### Power grid

Pins as bars on the die edge. Tap cells in gray.
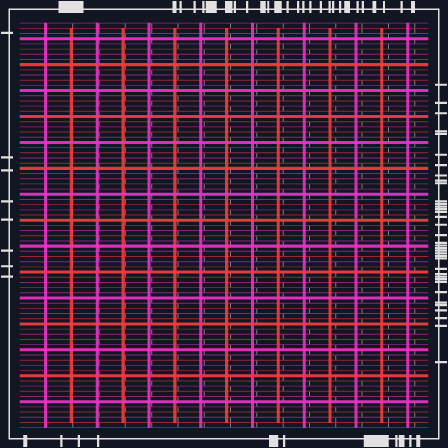
### Register map, names as in the netlist

Other sequential cells in the stronger gray, the rest of the logic in the fainter gray.
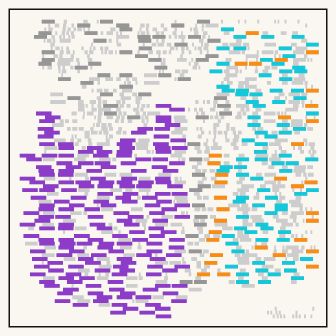
### Track usage over the die

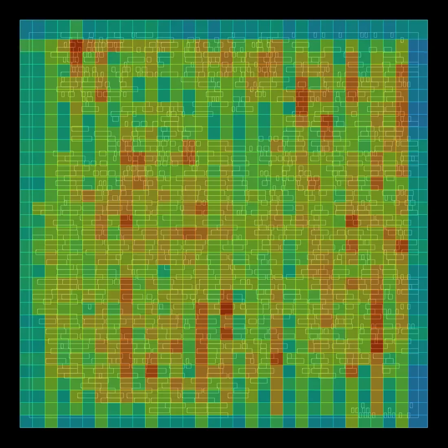
### Placed cells, one color a class

Bar = 50 µm.
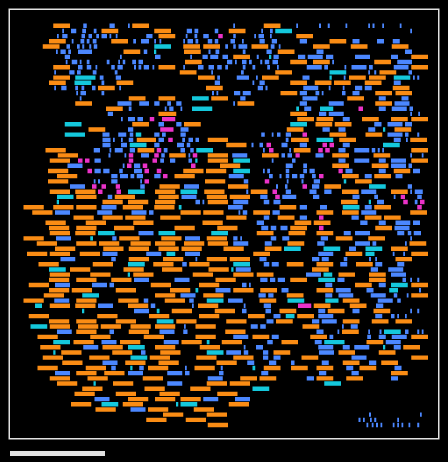
$ cat config.mk
export PLATFORM = sky130hd
export DESIGN_NAME = soma_spk_pack
export DESIGN_NICKNAME = d
export VERILOG_FILES = /design/src/rtl/soma_spk_pack_pkg.sv /design/src/rtl/spk_fifo.sv /design/src/rtl/soma_spk_pack.sv
export SDC_FILE = /design/constraint.sdc
export NUM_CORES = 1
export LEC_CHECK = 0
export ABC_AREA = 0
export CELL_PAD_IN_SITES_DETAIL_PLACEMENT = 1
export CELL_PAD_IN_SITES_GLOBAL_PLACEMENT = 1
export CORE_MARGIN = 5
export CORE_UTILIZATION = 35
export DETAILED_ROUTE_END_ITERATION = 8
export DONT_BUFFER_PORTS = 1
export PLACE_DENSITY_LB_ADDON = 0.15
export SYNTH_ARGS = -nofsm -noshare
export SYNTH_HDL_FRONTEND = slang
export SYNTH_HIERARCHICAL = 1
export SYNTH_SLANG_ARGS = --single-unit
$ cat constraint.sdc
create_clock -name clk_soma -period 2.8 [get_ports clk_soma]
set_input_delay 0.56 -clock clk_soma [delete_from_list [all_inputs] [get_ports clk_soma]]
set_output_delay 0.56 -clock clk_soma [all_outputs]
set_load 0.01 [all_outputs]
$ cat src/rtl/soma_spk_pack_pkg.sv
// soma_spk_pack_pkg
//   Shared constants and types for the spike packetiser: block widths,
//   spike-flit field layout, destination-entry field positions, the
//   packetiser FSM state type and a flit builder helper.
//   No ports.
package soma_spk_pack_pkg;

  localparam int FW         = 59;  // flit width
  localparam int FTW        = 3;   // flit type width
  localparam int NNW        = 12;  // neuron number width
  localparam int DST_WIDTH  = 21;  // destination entry {x,y,r2,r1,flg}
  localparam int DST_DEPTH  = 4;   // destination entries per node
  localparam int FIFO_DEPTH = 16;  // spike buffer depth

  localparam int DST_IDX_W   = $clog2(DST_DEPTH);
  localparam int DST_FIELD_W = DST_WIDTH - 1;               // entry without flg
  localparam int PAD_W       = FW - FTW - DST_FIELD_W - NNW; // 24 zero bits

  // Flit field offsets, MSB to LSB: type | dst | neuron | pad
  localparam int FLIT_TYPE_LSB = FW - FTW;
  localparam int FLIT_DST_LSB  = FLIT_TYPE_LSB - DST_FIELD_W;
  localparam int FLIT_NRN_LSB  = FLIT_DST_LSB - NNW;

  localparam logic [FTW-1:0] FLIT_SPIKE = 3'b010;

  // Destination entry: bit 0 marks the entry as valid, the rest is routed as-is
  localparam int DST_FLG_BIT = 0;
  localparam int DST_FIELD_LSB = 1;

  typedef enum logic {
    IDLE,
    SCAN
  } pack_state_e;

  function automatic logic [FW-1:0] make_spike_flit(
    input logic [DST_FIELD_W-1:0] dst,
    input logic [NNW-1:0]         addr
  );
    return {FLIT_SPIKE, dst, addr, {PAD_W{1'b0}}};
  endfunction

endpackage

$ cat src/rtl/spk_fifo.sv
// spk_fifo
//   Synchronous FIFO buffering neuron addresses of fired spikes.
//   A push while full and a pop while empty are ignored, so the
//   parent only has to qualify its requests for accounting.
// Ports:
//   clk_soma  in   clock
//   rst_n     in   asynchronous active-low reset (empties the FIFO)
//   push_i    in   write data_i at the tail
//   pop_i     in   discard the head
//   data_i    in   WIDTH  write data
//   data_o    out  WIDTH  current head (valid when !empty_o)
//   full_o    out  DEPTH entries held
//   empty_o   out  no entries held
module spk_fifo #(
  parameter int WIDTH = 12,
  parameter int DEPTH = 16
) (
  input  logic             clk_soma,
  input  logic             rst_n,
  input  logic             push_i,
  input  logic             pop_i,
  input  logic [WIDTH-1:0] data_i,
  output logic [WIDTH-1:0] data_o,
  output logic             full_o,
  output logic             empty_o
);

  localparam int AW = $clog2(DEPTH);

  // Pointers carry one extra wrap bit to tell full from empty
  logic [AW:0]      wr_ptr_q, rd_ptr_q;
  logic [WIDTH-1:0] mem_q [DEPTH];
  logic             do_push, do_pop;

  assign empty_o = (wr_ptr_q == rd_ptr_q);
  assign full_o  = (wr_ptr_q[AW] != rd_ptr_q[AW]) &&
                   (wr_ptr_q[AW-1:0] == rd_ptr_q[AW-1:0]);
  assign do_push = push_i && !full_o;
  assign do_pop  = pop_i && !empty_o;
  assign data_o  = mem_q[rd_ptr_q[AW-1:0]];

  always_ff @(posedge clk_soma or negedge rst_n) begin
    if (!rst_n) begin
      wr_ptr_q <= '0;
      rd_ptr_q <= '0;
    end else begin
      if (do_push) wr_ptr_q <= wr_ptr_q + 1'b1;
      if (do_pop)  rd_ptr_q <= rd_ptr_q + 1'b1;
    end
  end

  // Storage needs no reset: entries are only read behind the write pointer
  always_ff @(posedge clk_soma) begin
    if (do_push) mem_q[wr_ptr_q[AW-1:0]] <= data_i;
  end

endmodule

$ cat src/rtl/soma_spk_pack.sv
// soma_spk_pack
//   Spike packetiser behind the soma stage. Buffers fired neuron
//   addresses in a FIFO and, per buffered spike, walks the destination
//   table emitting one registered spike flit per valid entry over a
//   valid/ready handshake. Spikes arriving while the buffer is full are
//   dropped and counted.
// Ports:
//   clk_soma           in   clock
//   rst_n              in   asynchronous active-low reset
//   soma_fire_vld      in   fire decision valid this cycle
//   soma_spk_out_fire  in   fire decision
//   soma_fire_addr     in   NNW neuron address of the decision
//   config_dst_we      in   destination table write strobe
//   config_dst_waddr   in   table write index
//   config_dst_wdata   in   DST_WIDTH table write data
//   config_cnt_clear   in   synchronous clear of both status counters
//   flit_out_vld       out  flit valid (registered)
//   flit_out_rdy       in   downstream ready
//   flit_out_data      out  FW flit (registered)
//   spk_busy           out  FIFO non-empty or FSM not idle
//   spk_drop_cnt       out  dropped spikes, saturating
//   spk_sent_cnt       out  accepted flits, saturating
module soma_spk_pack
  import soma_spk_pack_pkg::*;
(
  input  logic                 clk_soma,
  input  logic                 rst_n,
  input  logic                 soma_fire_vld,
  input  logic                 soma_spk_out_fire,
  input  logic [NNW-1:0]       soma_fire_addr,
  input  logic                 config_dst_we,
  input  logic [DST_IDX_W-1:0] config_dst_waddr,
  input  logic [DST_WIDTH-1:0] config_dst_wdata,
  input  logic                 config_cnt_clear,
  output logic                 flit_out_vld,
  input  logic                 flit_out_rdy,
  output logic [FW-1:0]        flit_out_data,
  output logic                 spk_busy,
  output logic [15:0]          spk_drop_cnt,
  output logic [15:0]          spk_sent_cnt
);

  logic                 fire_req;
  logic                 fifo_pop, fifo_full, fifo_empty;
  logic [NNW-1:0]       fifo_head;

  logic [DST_WIDTH-1:0] dst_tbl_q [DST_DEPTH];
  pack_state_e          state_q;
  logic [DST_IDX_W-1:0] idx_q;
  logic [NNW-1:0]       cur_addr_q;
  logic                 flit_vld_q;
  logic [FW-1:0]        flit_data_q;
  logic [15:0]          drop_cnt_q, sent_cnt_q;

  logic [DST_WIDTH-1:0] cur_entry, adv_entry;
  logic [DST_IDX_W-1:0] adv_idx;
  logic [NNW-1:0]       adv_addr;
  logic                 slot_done, last_idx, flit_accept;

  assign fire_req = soma_fire_vld && soma_spk_out_fire;

  // The FIFO ignores a push while full, which makes the drop decision use
  // pre-pop occupancy even when the FSM pops on the same edge.
  spk_fifo #(
    .WIDTH (NNW),
    .DEPTH (FIFO_DEPTH)
  ) u_fifo (
    .clk_soma (clk_soma),
    .rst_n    (rst_n),
    .push_i   (fire_req),
    .pop_i    (fifo_pop),
    .data_i   (soma_fire_addr),
    .data_o   (fifo_head),
    .full_o   (fifo_full),
    .empty_o  (fifo_empty)
  );

  // A slot (one table entry) is finished when its flit is accepted or, for
  // an invalid entry, after a single bubble cycle. On finishing, the next
  // entry is looked up right away so valid entries stream at one per cycle;
  // after the last entry the next spike is popped on the same edge.
  always_comb begin
    cur_entry   = dst_tbl_q[idx_q];
    flit_accept = flit_vld_q && flit_out_rdy;
    last_idx    = (idx_q == DST_IDX_W'(DST_DEPTH - 1));
    slot_done   = (state_q == SCAN) &&
                  (flit_vld_q ? flit_out_rdy : !cur_entry[DST_FLG_BIT]);
    fifo_pop    = !fifo_empty && ((state_q == IDLE) || (slot_done && last_idx));
    adv_idx     = last_idx ? '0 : idx_q + 1'b1;
    adv_addr    = last_idx ? fifo_head : cur_addr_q;
    adv_entry   = dst_tbl_q[adv_idx];
  end

  // Packetiser FSM with registered flit outputs. Leaving IDLE takes one
  // cycle before the first flit is registered; later slots are preloaded.
  always_ff @(posedge clk_soma or negedge rst_n) begin
    if (!rst_n) begin
      state_q     <= IDLE;
      idx_q       <= '0;
      cur_addr_q  <= '0;
      flit_vld_q  <= 1'b0;
      flit_data_q <= '0;
    end else begin
      case (state_q)
        IDLE: begin
          if (!fifo_empty) begin
            cur_addr_q <= fifo_head;
            idx_q      <= '0;
            state_q    <= SCAN;
          end
        end
        SCAN: begin
          if (slot_done) begin
            if (last_idx && fifo_empty) begin
              flit_vld_q <= 1'b0;
              state_q    <= IDLE;
            end else begin
              idx_q      <= adv_idx;
              cur_addr_q <= adv_addr;
              flit_vld_q <= adv_entry[DST_FLG_BIT];
              if (adv_entry[DST_FLG_BIT])
                flit_data_q <= make_spike_flit(adv_entry[DST_WIDTH-1:DST_FIELD_LSB], adv_addr);
            end
          end else if (!flit_vld_q) begin
            // Current entry is valid but its flit has not been registered yet
            flit_vld_q  <= 1'b1;
            flit_data_q <= make_spike_flit(cur_entry[DST_WIDTH-1:DST_FIELD_LSB], cur_addr_q);
          end
        end
        default: state_q <= IDLE;
      endcase
    end
  end

  always_ff @(posedge clk_soma or negedge rst_n) begin
    if (!rst_n) begin
      for (int i = 0; i < DST_DEPTH; i++) dst_tbl_q[i] <= '0;
    end else if (config_dst_we) begin
      dst_tbl_q[config_dst_waddr] <= config_dst_wdata;
    end
  end

  // Saturating status counters; a clear overrides a same-cycle increment
  always_ff @(posedge clk_soma or negedge rst_n) begin
    if (!rst_n) begin
      drop_cnt_q <= '0;
      sent_cnt_q <= '0;
    end else if (config_cnt_clear) begin
      drop_cnt_q <= '0;
      sent_cnt_q <= '0;
    end else begin
      if (fire_req && fifo_full && (drop_cnt_q != 16'hFFFF))
        drop_cnt_q <= drop_cnt_q + 16'd1;
      if (flit_accept && (sent_cnt_q != 16'hFFFF))
        sent_cnt_q <= sent_cnt_q + 16'd1;
    end
  end

  assign flit_out_vld  = flit_vld_q;
  assign flit_out_data = flit_data_q;
  assign spk_busy      = (state_q != IDLE) || !fifo_empty;
  assign spk_drop_cnt  = drop_cnt_q;
  assign spk_sent_cnt  = sent_cnt_q;

endmodule
==> deck_impl_summary.md <==
Key Metrics from the Run

Status
  • Status: finished, violations left
  • Violated checks: hold timing

Synth
  • YS chip area: between 15000 and 20000 µm²
  • Syn Area/Cell: around 16 µm²
  • Syn Inst Count: 1009
  • Register area share after synthesis: roughly 63%
  • Ys async rst share: about 48%
  • Dominant cell type by area after synthesis: edfxtp_1
  • EDFF count, synth: between 150 and 200
  • Top cells by area: edfxtp_1 36%, dfrtp_1 27%, mux4_2 12%, mux2_2 7.0%, nor2_1 1.8%

Worst setup path
  • Crit path max-delay cell type: dfrtp_1
  • WS Path Type: reg -> out
  • R2R Setup Slk: around 0.39 ns
  • RR Endpoint: spk_drop_cnt[15]$_DFFE_PN0P_
  • CP delay by family, top: simple AND/OR/NAND/NOR gates
  • CP Cell Sequence: xnor2_1 > nand4_1 > nor2_2 > buf_4 > nand2b_1
  • CP Launch Type: flip-flop
  • Bufs and invs on worst path: 1
  • CP Max Fanout: 8
  • Worst R2R Path Depth: 8

Final timing
  • Hold violation count in the final report: 175
  • Max Clock Skew: ~0.020 ns
  • Slew HR: approximately three fifths
  • Slew Limit Fails: 0
  • Hold slack: -0.303 ns
  • Min Clock Period, post-route: roughly 2.6 ns
  • Final-report setup violation count: 0
  • RSZ-0062 raised after global routing: false

Finish
  • Area grow syn2layout: 14.3%
  • ANT cells: 0

Drt
  • DRC Markers: 0
  • Via count: between 8000 and 9000
  • DR WL/cell: between 20 and 25 µm

Clock tree
  • Clock sink count: 367
  • CTS tree: built
  • Clock buffer depth: 3
  • Clk ins delay skew pair: approximately 0.57 ns

Global route
  • GR Overflow Total: 0

Min path
  • HP Class: in -> async

Power
  • Leakage: 6.63 nW
  • Total power: approximately 19 mW
About 'Power grid':
Red shows VDD. Magenta shows VSS.
600 tap cells. 15 straps on met5. 15 straps on met4. 79 met1 rails follow the rows.
Die Ht: 225 µm
CORE AREA: 45500 µm²
die width: 225 µm

About 'Register map, names as in the netlist':
Cyan shows dst_tbl_q, sequential cells 84, where a vertical strip on the right. Orange shows flit_out_data, sequential cells 33. Purple shows u_fifo/mem_q, sequential cells 192.
Another 58 sequential cells are not colored.
final core utilization: 40.5%
fraction of area in registers: 55.2%

About 'Track usage over the die':
GRT met3 Usage: 3.12%
Total GRT Usage: 15.2%
GRT Max-Usage Layer: met2

About 'Placed cells, one color a class':
Orange shows registers, cells 367. Magenta shows remaining buffers and delay cells, cells 48. Cyan shows clock drivers and dummy loads, cells 80. Blue shows remaining logic cells, cells 582.
cell area after layout: 18400 µm²
Rows: 78

-- Yosys cell counts, drive strengths merged, types with 10 or more instances --
library cell	instances
edfxtp	192
dfrtp	175
mux2	102
mux4	88
nor2	80
buf	53
nand2	38
clkbuf	32
xnor2	26
a22oi	24
o22ai	21
nor3	19
nand3	12
nand4b	12
o221a	12
xor2	12
nand4	10
-- registers in the layout (all words and copies together) (netlist names) --
signal / cells
u_fifo/mem_q: 192
dst_tbl_q: 84
flit_out_data: 33
spk_drop_cnt: 16
spk_sent_cnt: 16
cur_addr_q: 12
u_fifo/rd_ptr_q: 5
u_fifo/wr_ptr_q: 5
idx_q: 2
flit_out_vld: 1
state_q: 1
-- worst max path at each step --
stage	startpoint	end	cells past startpoint
CTS	u_fifo/rd_ptr_q[0]$_DFFE_PN0P_	spk_busy	5
finish	u_fifo/rd_ptr_q[0]$_DFFE_PN0P_	spk_busy	5
global placement	u_fifo/rd_ptr_q[3]$_DFFE_PN0P_	spk_drop_cnt[15]$_DFFE_PN0P_	8
global route	u_fifo/rd_ptr_q[0]$_DFFE_PN0P_	spk_busy	5
detailed placement	u_fifo/rd_ptr_q[0]$_DFFE_PN0P_	spk_drop_cnt[15]$_DFFE_PN0P_	8
floorplan	u_fifo/rd_ptr_q[1]$_DFFE_PN0P_	u_fifo/mem_q[0][0]$_DFFE_PP_	6
-- routing by layer --
| metal | vias up | track usage [%] | share of wire [%] |
|---|---|---|---|
| met4 | 0 | 4.28 | 2.1 |
| met1 | 4605 | 20.2 | 44 |
| met2 | 116 | 25.6 | 50 |
| li1 | 3933 | - | - |
| met5 | - | 0 | 0 |
| met3 | 53 | 3.12 | 4.0 |
-- where the power goes --
| part | internal (mW) | total, mW | switching (mW) |
|---|---|---|---|
| sequential | 6.54 | 7.24 | 0.698 |
| combinational | 2.98 | 5.91 | 2.93 |
| clock | 3.42 | 5.73 | 2.31 |
| total | 12.9 | 18.9 | 5.94 |
-- kinds of logic after synthesis --
group	synth area share (%)
mux	19.7
compound gates	4.74
flops	63.0
simple gates	6.72
fa+ha+maj	0.622
other cells	0.0233
xor+xnor	2.07
buf+inv	3.12
-- final cells by class --
class,count,area (µm²)
Inverter,4,15.0
Clock buffer,58,1200
Timing Repair Buffer,48,398
Sequential cell,367,10200
Tap cell,600,751
Multi-Input combinational cell,578,5640
Fill cell,4541,27100
Clock inverter,22,243
-- layout by cell type, fill, tap and decap left out, types with 8 or more instances in the layout --
| master | instances |
|---|---|
| edfxtp_1 | 192 |
| dfrtp_1 | 172 |
| mux2_2 | 100 |
| mux4_2 | 88 |
| nor2_1 | 77 |
| buf_4 | 45 |
| clkbuf_16 | 44 |
| nand2_1 | 38 |
| xnor2_1 | 26 |
| conb_1 | 26 |
| a22oi_1 | 24 |
| o22ai_1 | 21 |
| nand3_1 | 12 |
| xor2_1 | 12 |
| nand4b_1 | 12 |
| o221a_2 | 12 |
| nand4_1 | 10 |
| nor3_2 | 10 |
| nor3_1 | 9 |
| clkbuf_1 | 9 |
| ha_1 | 8 |
| clkinv_2 | 8 |
-- worst reg2reg max path: cells and delay by family (launching register included) --
family           cells  cell delay [ns]
XOR/XNOR             2             0.36
flip-flops           1             0.48
AND/OR/NAND/NOR      6             1.47
Power is estimated from default activity; no workload was simulated.
